[src/rtl/lsu_pkg.sv]
// Shared constants, state encoding and access-legality helper for the MEM-stage load/store unit.
package lsu_pkg;

  localparam int LSU_WIDTH      = 32;
  localparam int LSU_ADDR_WIDTH = 32;

  localparam logic [2:0] F3_B  = 3'd0;
  localparam logic [2:0] F3_H  = 3'd1;
  localparam logic [2:0] F3_W  = 3'd2;
  localparam logic [2:0] F3_BU = 3'd4;
  localparam logic [2:0] F3_HU = 3'd5;

  typedef enum logic {
    IDLE = 1'b0,
    BUSY = 1'b1
  } lsu_state_t;

  // Illegal funct3 for the access direction, or an offset the access size cannot use.
  function automatic logic access_bad(input logic is_store, input logic [2:0] f3,
                                      input logic [1:0] off);
    logic bad_f3;
    logic bad_align;
    if (is_store) begin
      bad_f3 = (f3 >= 3'd3);
    end else begin
      bad_f3 = (f3 == 3'd3) || (f3 == 3'd6) || (f3 == 3'd7);
    end
    case (f3[1:0])
      2'b01:   bad_align = off[0];
      2'b10:   bad_align = (off != 2'b00);
      default: bad_align = 1'b0;
    endcase
    return bad_f3 | bad_align;
  endfunction

endpackage

[src/rtl/lsu_mem_stage_if.sv]
// Data-memory valid/ready port between the load/store unit (master) and memory (slave).
interface lsu_mem_stage_if #(
  parameter int WIDTH      = 32,
  parameter int ADDR_WIDTH = 32
);

  logic                  mem_req;
  logic                  mem_we;
  logic [ADDR_WIDTH-1:0] mem_addr;
  logic [WIDTH-1:0]      mem_wdata;
  logic [3:0]            mem_wstrb;
  logic                  mem_ready;
  logic [WIDTH-1:0]      mem_rdata;

  modport master (
    output mem_req, mem_we, mem_addr, mem_wdata, mem_wstrb,
    input  mem_ready, mem_rdata
  );

  modport slave (
    input  mem_req, mem_we, mem_addr, mem_wdata, mem_wstrb,
    output mem_ready, mem_rdata
  );

endinterface

[src/rtl/lsu_mem_stage_load_extend.sv]
// Picks the addressed byte/half of a read word and sign- or zero-extends it per funct3.
module load_extend
  import lsu_pkg::*;
(
  input  logic [2:0]  funct3,
  input  logic [1:0]  addr,
  input  logic [31:0] rdata,
  output logic [31:0] ext
);

  logic [7:0]  byte_s;
  logic [15:0] half_s;

  // Lane select followed by extension.
  always_comb begin
    byte_s = 8'h00;
    half_s = 16'h0000;
    ext    = rdata;
    case (addr)
      2'b00:   byte_s = rdata[7:0];
      2'b01:   byte_s = rdata[15:8];
      2'b10:   byte_s = rdata[23:16];
      2'b11:   byte_s = rdata[31:24];
      default: byte_s = 8'h00;
    endcase
    if (addr[1]) begin
      half_s = rdata[31:16];
    end else begin
      half_s = rdata[15:0];
    end
    case (funct3)
      F3_B:    ext = {{24{byte_s[7]}}, byte_s};
      F3_BU:   ext = {24'h000000, byte_s};
      F3_H:    ext = {{16{half_s[15]}}, half_s};
      F3_HU:   ext = {16'h0000, half_s};
      F3_W:    ext = rdata;
      default: ext = rdata;
    endcase
  end

endmodule

[src/rtl/lsu_mem_stage.sv]
// MEM-stage load/store unit: issues one memory transaction per access, stalls until ready,
// and registers the extended load result for writeback.
module lsu_mem_stage
  import lsu_pkg::*;
#(
  parameter int WIDTH      = LSU_WIDTH,
  parameter int ADDR_WIDTH = LSU_ADDR_WIDTH
) (
  input  logic                  clk,
  input  logic                  rst_n,
  input  logic                  MemReadM,
  input  logic                  MemWriteM,
  input  logic [2:0]            Funct3M,
  input  logic [ADDR_WIDTH-1:0] ALUResultM,
  input  logic [WIDTH-1:0]      WriteDataM,
  input  logic                  FlushM,
  output logic                  StallM,
  output logic                  ExcM,
  output logic [WIDTH-1:0]      ReadDataW,
  lsu_mem_stage_if.master       mem
);

  lsu_state_t            state_r;
  lsu_state_t            state_nxt_s;
  logic                  acc_s;
  logic                  bad_s;
  logic                  start_s;
  logic [3:0]            wstrb_s;
  logic [WIDTH-1:0]      wdata_s;
  logic [WIDTH-1:0]      ext_s;

  logic                  req_r;
  logic                  we_r;
  logic [ADDR_WIDTH-1:0] addr_r;
  logic [WIDTH-1:0]      wdata_r;
  logic [3:0]            wstrb_r;
  logic [2:0]            f3_r;
  logic [1:0]            off_r;
  logic                  discard_r;
  logic [WIDTH-1:0]      rdw_r;

  assign acc_s   = (MemReadM | MemWriteM) & ~FlushM;
  assign bad_s   = access_bad(MemWriteM, Funct3M, ALUResultM[1:0]);
  assign start_s = (state_r == IDLE) && (state_nxt_s == BUSY);

  // Store lane formatting from the live address; loads carry no strobes.
  always_comb begin
    wstrb_s = 4'h0;
    wdata_s = WriteDataM;
    case (Funct3M[1:0])
      2'b00: begin
        wstrb_s = 4'b0001 << ALUResultM[1:0];
        wdata_s = {4{WriteDataM[7:0]}};
      end
      2'b01: begin
        wstrb_s = 4'b0011 << {ALUResultM[1], 1'b0};
        wdata_s = {2{WriteDataM[15:0]}};
      end
      default: begin
        wstrb_s = 4'hF;
        wdata_s = WriteDataM;
      end
    endcase
    if (!MemWriteM) begin
      wstrb_s = 4'h0;
    end else begin
      wstrb_s = wstrb_s;
    end
  end

  // Next state, stall and exception decode.
  always_comb begin
    state_nxt_s = state_r;
    StallM      = 1'b0;
    ExcM        = 1'b0;
    case (state_r)
      IDLE: begin
        ExcM = acc_s & bad_s;
        if (acc_s && !bad_s) begin
          StallM      = 1'b1;
          state_nxt_s = BUSY;
        end else begin
          StallM      = 1'b0;
          state_nxt_s = IDLE;
        end
      end
      BUSY: begin
        StallM = ~mem.mem_ready;
        if (mem.mem_ready) begin
          state_nxt_s = IDLE;
        end else begin
          state_nxt_s = BUSY;
        end
      end
      default: state_nxt_s = IDLE;
    endcase
  end

  // State register.
  always_ff @(posedge clk) begin
    if (!rst_n) begin
      state_r <= IDLE;
    end else begin
      state_r <= state_nxt_s;
    end
  end

  // Request fields are captured once so they stay stable while the memory waits.
  always_ff @(posedge clk) begin
    if (!rst_n) begin
      req_r   <= 1'b0;
      we_r    <= 1'b0;
      addr_r  <= '0;
      wdata_r <= '0;
      wstrb_r <= 4'h0;
      f3_r    <= 3'd0;
      off_r   <= 2'd0;
    end else if (start_s) begin
      req_r   <= 1'b1;
      we_r    <= MemWriteM;
      addr_r  <= {ALUResultM[ADDR_WIDTH-1:2], 2'b00};
      wdata_r <= wdata_s;
      wstrb_r <= wstrb_s;
      f3_r    <= Funct3M;
      off_r   <= ALUResultM[1:0];
    end else if ((state_r == BUSY) && mem.mem_ready) begin
      req_r   <= 1'b0;
    end else begin
      req_r   <= req_r;
    end
  end

  // A flush while busy cannot abort the bus cycle, so it only suppresses the writeback.
  always_ff @(posedge clk) begin
    if (!rst_n) begin
      discard_r <= 1'b0;
    end else if ((state_r == BUSY) && !mem.mem_ready) begin
      discard_r <= discard_r | FlushM;
    end else begin
      discard_r <= 1'b0;
    end
  end

  load_extend u_load_extend (
    .funct3 (f3_r),
    .addr   (off_r),
    .rdata  (mem.mem_rdata),
    .ext    (ext_s)
  );

  // Load result capture on completion.
  always_ff @(posedge clk) begin
    if (!rst_n) begin
      rdw_r <= '0;
    end else if ((state_r == BUSY) && mem.mem_ready && !we_r && !discard_r && !FlushM) begin
      rdw_r <= ext_s;
    end else begin
      rdw_r <= rdw_r;
    end
  end

  assign ReadDataW     = rdw_r;
  assign mem.mem_req   = req_r;
  assign mem.mem_we    = we_r;
  assign mem.mem_addr  = addr_r;
  assign mem.mem_wdata = wdata_r;
  assign mem.mem_wstrb = wstrb_r;

endmodule

[src/flat_wrapper.sv]
// flat-port wrapper written by rule: the top's interface ports become plain ports
module lsu_mem_stage_flat import lsu_pkg::*;
#(
  parameter int WIDTH      = LSU_WIDTH,
  parameter int ADDR_WIDTH = LSU_ADDR_WIDTH
)
  (clk, rst_n, MemReadM, MemWriteM, Funct3M, ALUResultM, WriteDataM, FlushM, StallM, ExcM, ReadDataW, mem_mem_req, mem_mem_we, mem_mem_addr, mem_mem_wdata, mem_mem_wstrb, mem_mem_ready, mem_mem_rdata);
  lsu_mem_stage_if #(.WIDTH(WIDTH), .ADDR_WIDTH(ADDR_WIDTH)) mem_i ();
  input  logic clk;
  input  logic rst_n;
  input  logic MemReadM;
  input  logic MemWriteM;
  input  logic [2:0] Funct3M;
  input  logic [ADDR_WIDTH-1:0] ALUResultM;
  input  logic [WIDTH-1:0] WriteDataM;
  input  logic FlushM;
  output logic StallM;
  output logic ExcM;
  output logic [WIDTH-1:0] ReadDataW;
  output wire logic [$bits(mem_i.mem_req)-1:0] mem_mem_req;
  output wire logic [$bits(mem_i.mem_we)-1:0] mem_mem_we;
  output wire logic [$bits(mem_i.mem_addr)-1:0] mem_mem_addr;
  output wire logic [$bits(mem_i.mem_wdata)-1:0] mem_mem_wdata;
  output wire logic [$bits(mem_i.mem_wstrb)-1:0] mem_mem_wstrb;
  input wire logic [$bits(mem_i.mem_ready)-1:0] mem_mem_ready;
  input wire logic [$bits(mem_i.mem_rdata)-1:0] mem_mem_rdata;
  assign mem_mem_req = mem_i.mem_req;
  assign mem_mem_we = mem_i.mem_we;
  assign mem_mem_addr = mem_i.mem_addr;
  assign mem_mem_wdata = mem_i.mem_wdata;
  assign mem_mem_wstrb = mem_i.mem_wstrb;
  assign mem_i.mem_ready = mem_mem_ready;
  assign mem_i.mem_rdata = mem_mem_rdata;
  lsu_mem_stage #(.WIDTH(WIDTH), .ADDR_WIDTH(ADDR_WIDTH)) u_core (.clk(clk), .rst_n(rst_n), .MemReadM(MemReadM), .MemWriteM(MemWriteM), .Funct3M(Funct3M), .ALUResultM(ALUResultM), .WriteDataM(WriteDataM), .FlushM(FlushM), .StallM(StallM), .ExcM(ExcM), .ReadDataW(ReadDataW), .mem(mem_i));
endmodule
[config.mk]
export PLATFORM = sky130hd
export DESIGN_NAME = lsu_mem_stage_flat
export DESIGN_NICKNAME = d
export VERILOG_FILES = /design/src/rtl/lsu_pkg.sv /design/src/rtl/lsu_mem_stage_if.sv /design/src/rtl/lsu_mem_stage_load_extend.sv /design/src/rtl/lsu_mem_stage.sv /design/src/flat_wrapper.sv
export SDC_FILE = /design/constraint.sdc
export NUM_CORES = 1
export LEC_CHECK = 0
export CAP_MARGIN = 20
export CELL_PAD_IN_SITES_DETAIL_PLACEMENT = 1
export CELL_PAD_IN_SITES_GLOBAL_PLACEMENT = 1
export CORE_AREA = 3 3 108 152
export CTS_BUF_LIST = sky130_fd_sc_hd__clkbuf_16
export DETAILED_ROUTE_END_ITERATION = 8
export DIE_AREA = 0 0 111 155
export PLACE_DENSITY = 0.95
export SYNTH_ARGS = -nofsm -noshare
export SYNTH_HDL_FRONTEND = slang
export SYNTH_SLANG_ARGS = --single-unit
[constraint.sdc]
create_clock -name clk -period 5.45 [get_ports clk]
set_clock_uncertainty 0.1 [all_clocks]
set_input_delay 0.545 -clock clk [delete_from_list [all_inputs] [get_ports clk]]
set_output_delay 0.545 -clock clk [all_outputs]
set_load 0.01 [all_outputs]
==> images/cell_classes.png <==
Scale: 2 px per µm.
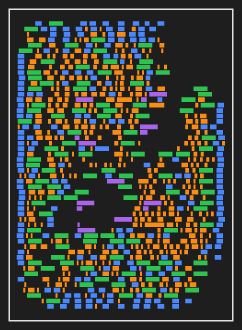
| colour | class | cells | share of their area |
|---|---|---|---|
| blue | other buffers and delay cells | 211 | 29% |
| purple | clock drivers and dummy loads | 16 | 3.8% |
| green | flip-flops | 107 | 29% |
| orange | all other logic | 424 | 38% |

==> images/port_nets.png <==
Scale: 2 px per µm.
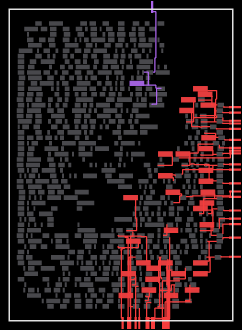
| colour | port | bits | direction | end cells | buffers | wire |
|---|---|---|---|---|---|---|
| purple | mem_mem_we | 1 | output | 1 | 1 | 63.7 µm |
| red | ReadDataW | 32 | output | 32 | 32 | 1,040 µm |

==> images/final_placement.png <==
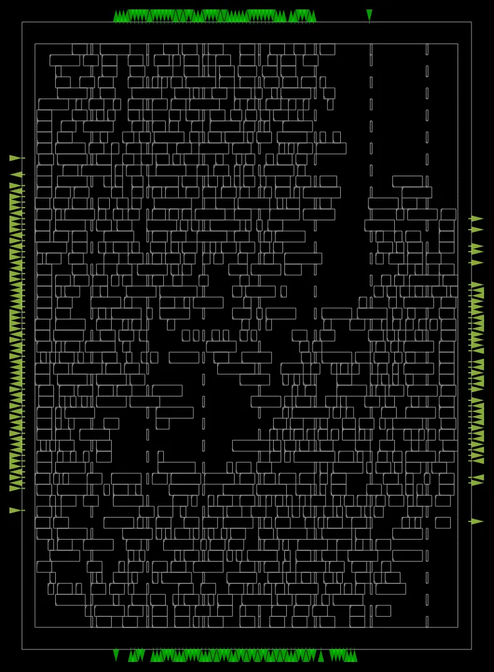
CORE AREA: 15,100 µm²
Flops: 107

==> images/met1.png <==
Scale: 3 px per µm. Supply wires on this layer in grey. Cells faint in the background.
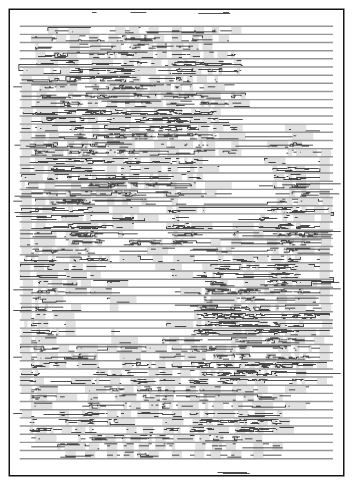
longest straight run: 34.5 µm
wire length on this layer: 6,560 µm
main direction: horizontal
share of all routed wire: 36%
nets with wire on the layer: 747

==> job_summary.md <==
### Flow metrics

| Metric | Value |
|---|---|
| Critical path's slowest cell | clkdlybuf4s50_1 |
| Cell Chain, Critical Path | clkdlybuf4s50_1 > inv_1 > ha_1 > a21oi_1 > o2111a_1 > buf_4 > nand2_1 > nand2_1 > clkdlybuf4s50_1 |
| Dominant comb cell | AND-OR/OR-AND gates |
| CTS tree | built |
| Top Layout Cells | 205 x clkdlybuf4s50_1, 107 x dfxtp_1, 91 x nand2_1, 67 x mux2i_1, 41 x o21ai_0 |
| Syn. warnings | 0 |
| Post-CTS Resized | 0 |
| Reg2reg end | u_core.ReadDataW[16] |
| Global-route met2 utilization | 0.379 |
| Adder-Cell Fraction of Synth Area | 0.00973 |
| Final hold violation count | 0 |
| Total power draw | 1.83 mW |
| Combinational share of cell area | 0.358 |
| DRC viols | 0 |
| Dpl ws | 1500 ps |
| Critical Path Start | Funct3M[0] |
| Largest cell class | combinational gates |
| Clk pwr share | 0.338 |
| FF-to-FF Start | u_core.off_r[1] |
| # Cells Yosys | 585 |
| First-pass GRT wire length | 28,300 µm |
| Post-Syn Area | 5140 µm² |
| Register clock-pin slew on the reported worst setup and hold paths | 70 ps |
| Worst setup path end | StallM |
| CP startpoint kind | primary input |
| Fp util | 0.342 |
| Synth cell count leaders | 107 x dfxtp_1, 91 x nand2_1, 67 x mux2i_1, 41 x o21ai_0, 36 x clkbuf_1 |
| Psw | 508 µW |
| Seq area share | 0.285 |
| Crit. End Element | output pin |
| CP delay by family, top | buffers and inverters |
| Hold_sp | u_core.mem.mem_addr[13] |
| Clock buffers | 9 |
| Routed len/inst | 19.0 µm |
| Number of setup violations in the final report | 0 |
| Fin crit share | 0.718 |
| Ys flop type | dfxtp_1 |
| Top layer in use | met4 |
| Post-layout util | 0.499 |
| Async S/R FF share, synth | 0 |
| Count of non-CTS buffers in the layout | 211 |
| Total GRT Usage | 0.203 |
| Antenna violations before repair | 0 |
| Status | completed |
| Internal reg-to-reg setup slack | 2800 ps |
| N_diodes | 0 |
| Layout overhead on the synthesized area | 46.1% |
| Hpwl dp | 13,500 µm |
| WHS Path Cells | 2 |
| Post-Layout Inst Area | 7510 µm² |
| Drt initial violations | 217 |
| Vias per cell | 5.33 |
| Xor and xnor area share after synthesis | 0 |
| CP Max Fanout | 39 |
| #MultiIn Comb | 410 |
| TAP cells | 192 |
| Cell type with the largest total area | dfxtp_1 |
| Post-synth EDFFs | 0 |
| Layout fillers | 1,700 |
| Clock Sinks | 107 |
| Clk tree area frac | 0.0370 |
| Worst setup margin | 1530 ps |
| CTS max path bufs | 2 |
| Metal2 WL | 9670 µm |
| Reg power frac | 0.462 |
| CP Depth | 9 |
| DIE AREA | 17,200 µm² |
| Layout cells sized above 1 | 0.0449 |
| Final Max Slew Viols | 0 |
| Global Route met1 Usage | 0.212 |
| RD Place Congestion | 0.856 |
| Crit Path Class | primary input to output pin |
| AO/OA Area Share | 0.197 |
No activity file was given, so power comes from the tool's default toggle rates.
